Cell classes on the final placement:
Fill, decap, tap and diode cells in grey.
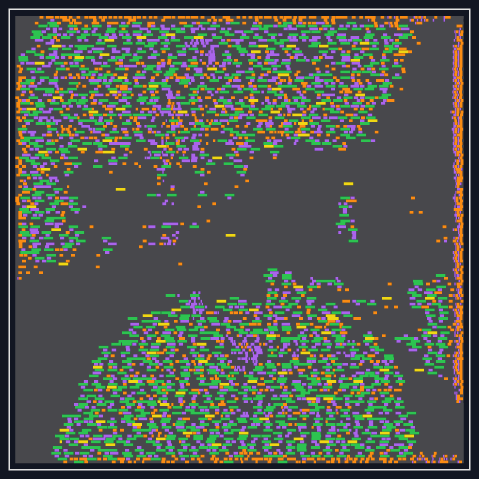
Placement view:
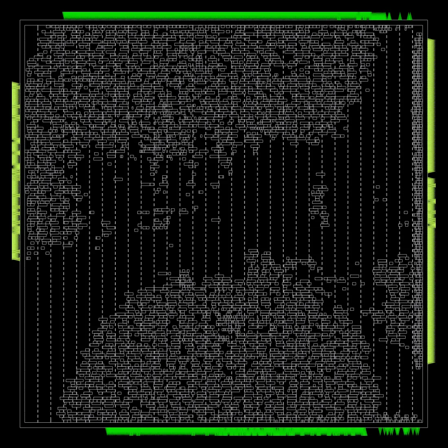
I/O nets highlighted:
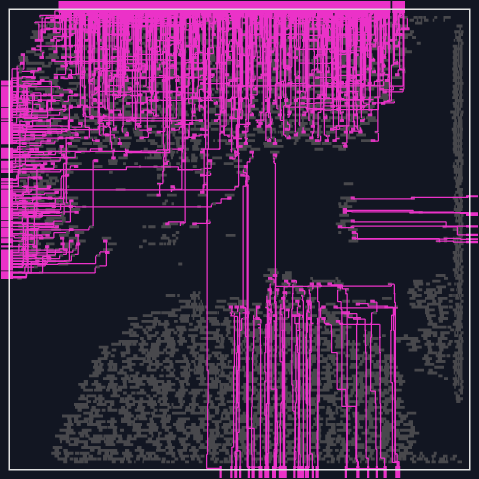
===== config.mk =====
export PLATFORM = sky130hd
export DESIGN_NAME = fft_frame_ctrl
export DESIGN_NICKNAME = d
export VERILOG_FILES = /design/src/rtl/fft_frame_ctrl.sv
export SDC_FILE = /design/constraint.sdc
export NUM_CORES = 2
export LEC_CHECK = 0
export CAP_MARGIN = 0
export CORE_MARGIN = 5
export CORE_UTILIZATION = 25
export CTS_CLUSTER_DIAMETER = 200
export CTS_CLUSTER_SIZE = 12
export DETAILED_ROUTE_END_ITERATION = 12
export GPL_TIMING_DRIVEN = 0
export HOLD_SLACK_MARGIN = 0.03
export PLACE_DENSITY = 0.55
export SYNTH_ARGS = -nofsm -noshare
export SYNTH_HDL_FRONTEND = slang
export SYNTH_SLANG_ARGS = --single-unit

===== constraint.sdc =====
create_clock -name clk -period 33.6 [get_ports clk]
set_clock_uncertainty 0.05 [all_clocks]
set_input_delay 6.72 -clock clk [delete_from_list [all_inputs] [get_ports clk]]
set_output_delay 6.72 -clock clk [all_outputs]
set_load 0.005 [all_outputs]

===== src/rtl/fft_frame_ctrl.sv =====
// fft_frame_ctrl: buffers 16 serial samples, launches them into the FFT stage chain and drains the result
module fft_frame_ctrl #(
  parameter int DP_LATENCY = 4,
  parameter int BITREV = 1
) (
  input  logic         clk,
  input  logic         rst,
  input  logic         in_valid,
  input  logic [15:0]  in_data,
  output logic         in_ready,
  output logic [511:0] dp_frame,
  output logic         dp_start,
  input  logic [511:0] dp_result,
  output logic         out_valid,
  input  logic         out_ready,
  output logic [15:0]  out_real,
  output logic [15:0]  out_imag,
  output logic [3:0]   out_index,
  output logic         frame_done,
  output logic         busy
);
  typedef enum logic [1:0] {IDLE, WAIT, DRAIN} state_t;
  localparam logic [3:0] LAT = 4'(DP_LATENCY);
  state_t state_q, state_d;
  logic [255:0] ibuf_q, ibuf_d, frame_q, frame_d;
  logic [511:0] obuf_q, obuf_d;
  logic [3:0] cnt_in_q, cnt_in_d, wait_cnt_q, wait_cnt_d, k_q, k_d;
  logic ibuf_full_q, ibuf_full_d, dp_start_q, dp_start_d, frame_done_q, frame_done_d;
  logic accept, launch, last_hs;
  logic [3:0] rd_idx;
  logic [31:0] rd_word;
  // input buffer fills independently of the frame FSM; launch frees it
  always_comb begin
    accept = in_valid & ~ibuf_full_q;
    ibuf_d = ibuf_q;
    if (accept) ibuf_d[{cnt_in_q, 4'b0000} +: 16] = in_data;
    cnt_in_d = accept ? cnt_in_q + 4'd1 : cnt_in_q;
    ibuf_full_d = (accept && cnt_in_q == 4'd15) ? 1'b1 : launch ? 1'b0 : ibuf_full_q;
  end
  // frame sequencing: launch a full buffer, wait out the chain latency, drain bins
  always_comb begin
    state_d = state_q;
    frame_d = frame_q;
    obuf_d = obuf_q;
    wait_cnt_d = wait_cnt_q;
    k_d = k_q;
    launch = 1'b0;
    last_hs = 1'b0;
    case (state_q)
      IDLE: if (ibuf_full_q) begin
        launch = 1'b1;
        frame_d = ibuf_q;
        wait_cnt_d = LAT;
        state_d = WAIT;
      end
      WAIT: if (wait_cnt_q == 4'd0) begin
        obuf_d = dp_result;
        k_d = 4'd0;
        state_d = DRAIN;
      end else begin
        wait_cnt_d = wait_cnt_q - 4'd1;
      end
      DRAIN: if (out_ready) begin
        k_d = k_q + 4'd1;
        last_hs = k_q == 4'd15;
        state_d = k_q == 4'd15 ? IDLE : DRAIN;
      end
      default: state_d = IDLE;
    endcase
    dp_start_d = launch;
    frame_done_d = last_hs;
  end
  // output word selection; outputs are zero outside DRAIN
  always_comb begin
    rd_idx = BITREV != 0 ? {k_q[0], k_q[1], k_q[2], k_q[3]} : k_q;
    rd_word = obuf_q[{rd_idx, 5'b00000} +: 32];
    out_valid = state_q == DRAIN;
    out_index = out_valid ? k_q : 4'd0;
    out_real = out_valid ? rd_word[31:16] : 16'd0;
    out_imag = out_valid ? rd_word[15:0] : 16'd0;
    in_ready = ~ibuf_full_q;
    busy = state_q != IDLE;
    dp_start = dp_start_q;
    frame_done = frame_done_q;
  end
  for (genvar i = 0; i < 16; i++) begin : g_frame
    assign dp_frame[32*i +: 32] = {frame_q[16*i +: 16], 16'h0000};
  end
  // state registers; reset discards any partial or in-flight frame
  always_ff @(posedge clk or posedge rst) begin
    if (rst) begin
      state_q <= IDLE;
      ibuf_q <= '0;
      frame_q <= '0;
      obuf_q <= '0;
      cnt_in_q <= '0;
      wait_cnt_q <= '0;
      k_q <= '0;
      ibuf_full_q <= 1'b0;
      dp_start_q <= 1'b0;
      frame_done_q <= 1'b0;
    end else begin
      state_q <= state_d;
      ibuf_q <= ibuf_d;
      frame_q <= frame_d;
      obuf_q <= obuf_d;
      cnt_in_q <= cnt_in_d;
      wait_cnt_q <= wait_cnt_d;
      k_q <= k_d;
      ibuf_full_q <= ibuf_full_d;
      dp_start_q <= dp_start_d;
      frame_done_q <= frame_done_d;
    end
  end
endmodule


==> qor.yml <==
status: "complete, no violations"
critPathLaunchType: "flop"
tns_ps: 0
synth-edff-count: 0
routed_wl_um: 192000
initCoreUtil_pct: 25.1
cts_buffer_depth: 3
required_ps: 26830
place.gp.congestion: 0.888
powerDensity_nw_per_um2: 89.2
ctsResizeCount: 0
nets: 4647
worstPathArrival_ps: 5580
crit_start: "k_q[1]"
tightest_slew_ps: 1440
grt_usage_pct: 19.6
ys.flops: 1041
syn_avg_cell_area_um2: 15.5
cts.clk_slew.worst_paths_ps: 70
cpMostUsedCell: "buf_2"
place_ws_ps: 22240
die_x_um: 435
hold_viol: 0
synth_cell_type_count: 49
syn_to_final_growth_pct: 34.0
postCtsHoldBufs: 0
r2r-end: "k_q[1]"
top_cell_area_share_pct: 57.6
grt_pass1_vias: 30200
cap_violations: 0
crit_cells: 7
tritoncts: "built"
post_cts_buffers: 0
fmax_ghz: 0.0809
grt_pass1_wl_um: 259000
placed_area_um2: 57900
drive_gt1_share_pct: 40.5
About 'cell classes on the final placement':
[purple] remaining logic cells | cells: 1695 | share of their area: 30%
[green] sequential cells | cells: 1041 | share of their area: 45%
[yellow] clock drivers and dummy loads | cells: 104 | share of their area: 4.5%
[orange] remaining buffers and delay cells | cells: 1275 | share of their area: 20%
sequential cell area share: 43.0%
row count: 156
core footprint: 180000 um2

About 'placement view':
Core Util, Final: 33.6%
Finished Layout Cells: 6548
fillers: 17800

About 'I/O nets highlighted':
[magenta] `dp_result` | direction: input | edge: 350 top, 112 left, 43 bottom, 7 right | end cells: 512 | buffers: 512 | wire: 43.7 mm
# IOs: 1085
number of port buffers: 812

==> worst reg2reg max path, stage by stage, from the launching register on <==
cell	delay, ps
dfrtp_1	340
buf_2	280
buf_2	570
buf_1	1040
buf_2	590
nand2_1	90
o21ai_0	150
==> cells in the final DEF (no fill, tap or decap), drive strengths merged, types with 25 or more instances in the layout <==
master,netlist,final
clkbuf,27,123
clkdlybuf4s50,0,812
mux2i,65,65
mux2,1025,1025
conb,1,256
buf,407,436
a22o,25,25
mux4,105,105
dfrtp,1041,1041
diode,0,63
and3,41,41
==> sequential cells by signal (all words and copies together) (netlist names) <==
name and flops:
cnt_in_q 4, dp_start 1, frame_done 1, frame_q 256, ibuf_full_q 1, ibuf_q 256
k_q 4, obuf_q 512, state_q 2, wait_cnt_q 4
==> power breakdown <==
| part | internal [uW] | total, uW | switching, uW | leakage (uW) |
|---|---|---|---|---|
| Sequential | 1810 | 2160 | 348 | 0.0130 |
| Clock | 510 | 1010 | 502 | 0.00126 |
| Combinational | 1160 | 2240 | 1080 | 0.0124 |
| Total | 3480 | 5410 | 1930 | 0.0267 |
==> cells by family after synthesis <==
family | Yosys count | synth area share (%)
AND-OR/OR-AND | 99 | 1.82
XOR/XNOR | 7 | 0.136
adder cells (fa/ha/maj) | 6 | 0.166
buffers and inverters | 444 | 6.36
flip-flops | 1041 | 57.6
multiplexers | 1195 | 32.3
other | 1 | 0.00829
AND/OR/NAND/NOR | 122 | 1.60
==> Yosys cell counts (all sizes together) (2+ instances only) <==
library cell and instances:
inv 9, buf 407, nand2b 3, nor2 15
dfrtp 1041, and3 41, a22o 25, mux4 105
a21oi 4, nand3b 2, and2 21, nor2b 3
xnor2 4, a221o 23, nor3b 4, ha 6
clkbuf 27, or3 2, a22oi 23, o21ai 8
nor3 2, mux2i 65, mux2 1025, nand2 13
nand3 7, xor2 3, a21o 4, o22ai 9
nand4 5
==> how the worst min path moves through the flow <==
stage / from / endpoint
finish: ibuf_q[216] / frame_q[216]
global route: ibuf_q[208] / frame_q[208]
CTS: ibuf_q[26] / frame_q[26]
detailed placement: ibuf_q[254] / ibuf_q[254]
global placement: ibuf_q[107] / frame_q[107]
floorplan: ibuf_q[170] / ibuf_q[170]
==> final cells by class <==
class / instances / area [um2]
Fill cell: 17800 / 120000
Sequential cell: 1041 / 26100
Multi-Input combinational cell: 1685 / 17300
Timing Repair Buffer: 841 / 8720
Tap cell: 2370 / 2970
Buffer: 434 / 2840
Clock buffer: 96 / 2400
Clock inverter: 8 / 184
Antenna cell: 63 / 158
Inverter: 10 / 41.3
==> stage by stage <==
stage,cells,hold slack (ps)
finish,6548,419
CTS,6485,421
global placement,6352,431
detailed placement,6381,437
floorplan,3170,424
global route,6532,437
==> routing by layer <==
| layer | vias up | part of all wire (%) | GRT usage, % | wire length, um |
|---|---|---|---|---|
| met2 | 1183 | 49 | 32.2 | 93700 |
| met3 | 306 | 7.7 | 5.68 | 14900 |
| li1 | 12400 | - | - | - |
| met1 | 15800 | 40 | 24.0 | 76100 |
| met4 | 14 | 3.9 | 8.61 | 7450 |
| met5 | - | 0.042 | 0 | 80 |
Power and IR drop assume default switching activity.
